==> images/logic_types.png <==
The bar under the picture is 20 um long.
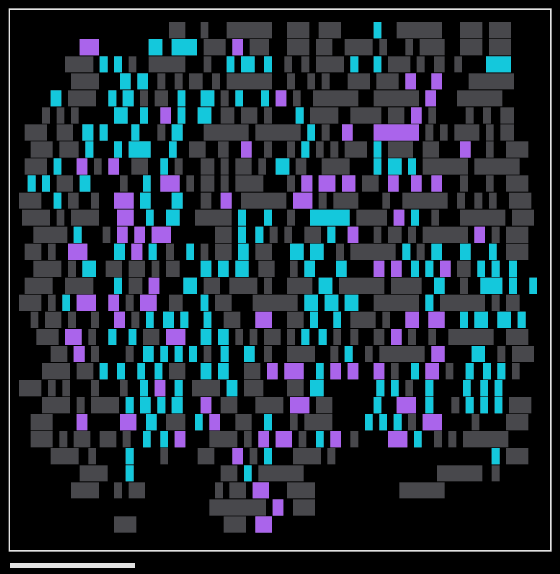
==> images/flops_by_reg.png <==
The bar under the picture is 20 um long. Other sequential cells in the stronger grey, the rest of the logic in the fainter grey.
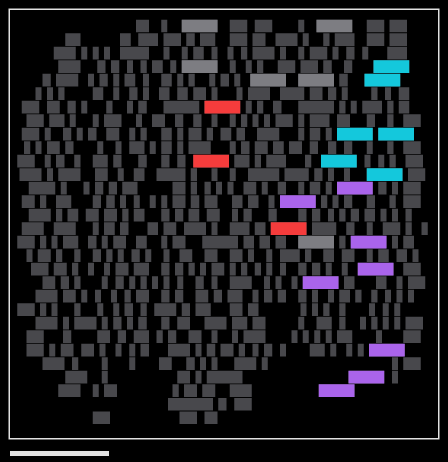
==> images/clocks.png <==
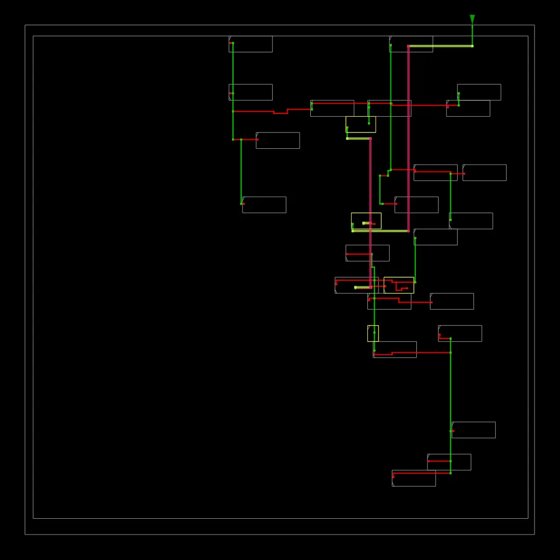
==> images/wires.png <==
Two of the layers only.
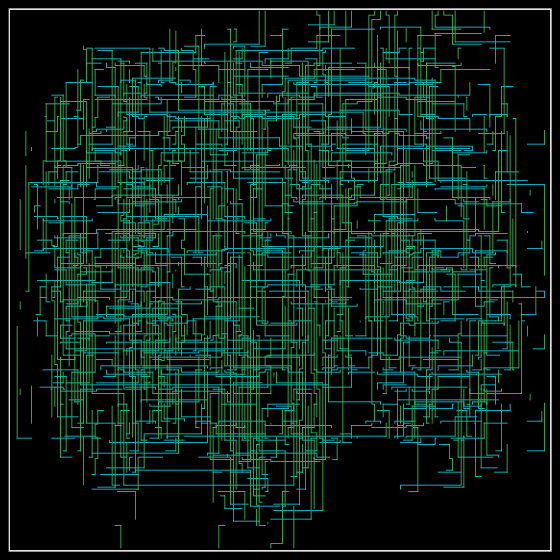
==> images/io_placement.png <==
Pins as bars across the die edge, other pins in grey.
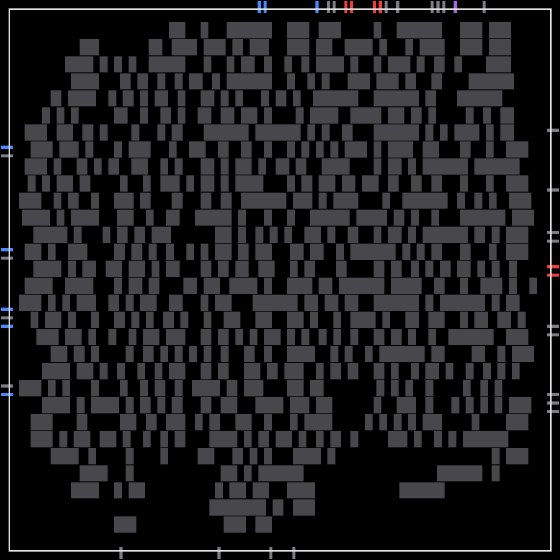
==> config.mk <==
export PLATFORM = sky130hd
export DESIGN_NAME = alu_seq
export DESIGN_NICKNAME = d
export VERILOG_FILES = /design/src/rtl/alu_seq_pkg.sv /design/src/rtl/alu_seq_comb.sv /design/src/rtl/alu_seq.sv
export SDC_FILE = /design/constraint.sdc
export NUM_CORES = 1
export LEC_CHECK = 0
export ABC_AREA = 1
export CAP_MARGIN = 30
export CELL_PAD_IN_SITES_DETAIL_PLACEMENT = 1
export CELL_PAD_IN_SITES_GLOBAL_PLACEMENT = 1
export CORE_UTILIZATION = 39
export DETAILED_ROUTE_END_ITERATION = 8
export GPL_TIMING_DRIVEN = 1
export PLACE_DENSITY = 0.93
export SYNTH_ARGS = -nofsm -noshare
export SYNTH_HDL_FRONTEND = slang
export SYNTH_HIERARCHICAL = 1
export SYNTH_SLANG_ARGS = --single-unit
==> constraint.sdc <==
create_clock -name i_clk -period 2.7 [get_ports i_clk]
set_clock_uncertainty 0.05 [all_clocks]
set_input_delay 0.27 -clock i_clk [delete_from_list [all_inputs] [get_ports i_clk]]
set_output_delay 0.27 -clock i_clk [all_outputs]
set_load 0.01 [all_outputs]
==> results.sh <==
# implementation run metrics
export IMPL_outcome="complete, no violations"
export IMPL_end_kind="register"
export IMPL_grt_pass1_vias=3544
export IMPL_maxPowerGroup="combinational logic"
export IMPL_gr_max_usage_layer="met2"
export IMPL_fp_util_pct=40.46
export IMPL_worstPathMaxFanout=4
export IMPL_warnings=43
export IMPL_worstRegToRegCells=8
export IMPL_logic_family="simple AND/OR/NAND/NOR gates"
export IMPL_ant_nets=0
export IMPL_dp_final_hpwl_mm=8.768
export IMPL_ys_seq_share_pct=16.66
export IMPL_wl_per_cell_um=17.24
export IMPL_aoi_share_pct=16.57
export IMPL_holdCritPathClass="register to register"
export IMPL_hold_buffers=0
export IMPL_ir_drop_uv=154.7
export IMPL_dpl_worst_slack_ns=-0.3269
export IMPL_synth_area_um2=2764
export IMPL_ys_sh_xor_pct=0.9507
export IMPL_slowest_stage="clkdlybuf4s50_1"
export IMPL_met1_length_mm=4.083
export IMPL_largest_reg_flops=8
export IMPL_fmax_ghz=0.3961
export IMPL_grtUsageMet3_pct=3.143
export IMPL_antenna_found_initial=0
export IMPL_clock_path_buffers=2
export IMPL_yosysUniqueCellTypes=41
export IMPL_grt_max_degree=20
export IMPL_critical_path_depth=19
export IMPL_track_usage_pct=28.78
export IMPL_nFillCells=919
export IMPL_path_cells="clkdlybuf4s50_1 -> inv_1 -> ha_4 -> buf_4 -> nand3_1 -> nand2_1 -> nand2_1 -> nand2_1 -> nand2_1 -> nand3_1 -> nand2_1 -> o211ai_1 -> nand2_2 -> nand2_1 -> nor2_1 -> nand2_1 -> nor2_1 -> nor2_1 -> nor2_1"
export IMPL_drv_cap=0
export IMPL_diodes=0
export IMPL_post_cts_resized=2
export IMPL_setup_tns_ns=0
export IMPL_taps=96
export IMPL_dp_cells=610
export IMPL_swShare_pct=40.88
export IMPL_power_share_clock_pct=19.8
export IMPL_place_congestion=0.9152
export IMPL_syn2layout_area_growth_pct=30.24
export IMPL_die_width_um=86.19
export IMPL_ys_sh_adder_pct=13.22
export IMPL_ys_warn_count=6
export IMPL_top_area_cell="dfxtp_1"
export IMPL_finalPower_mw=1.163
export IMPL_setup_worst_path_start_class="input port"
Back to the opening pictures, logic_types.png:
family	colour	cells
nand cells	cyan	162
aoi and oai cells	purple	72
Comb area share: 55.37%
Non-Filler Instances: 614
most numerous logic cell after layout: nand2_1

Back to the opening pictures, flops_by_reg.png:
netlist name	colour	flops
`o_result`	purple	8
`op_r`	cyan	6
`cnt`	red	3
not coloured	6
utilization after layout: 52.69%
FF/Latch Area: 460.4 um^2
Seq. pwr: 0.381 mW
Seq/total area: 12.79%

Back to the opening pictures, clocks.png:
clock sink count: 23
number of CTS-inserted buffers: 3
registers: 23
CLK BUF: 3
clock group total power: 0.230 mW

Back to the opening pictures, wires.png:
layer	colour	wire length
metal 2	green	5490 um
metal 1	cyan	4080 um
WL final: 10.59 mm
via count: 3288

Back to the opening pictures, io_placement.png:
port	colour	pins	direction	edge
`o_ready`	purple	1	output	north
`i_b`	blue	8	input	5 west, 3 north
`i_op`	red	6	input	4 north, 2 east
IO buf count: 39
die height: 86.19 um

Power and IR drop assume default switching activity.
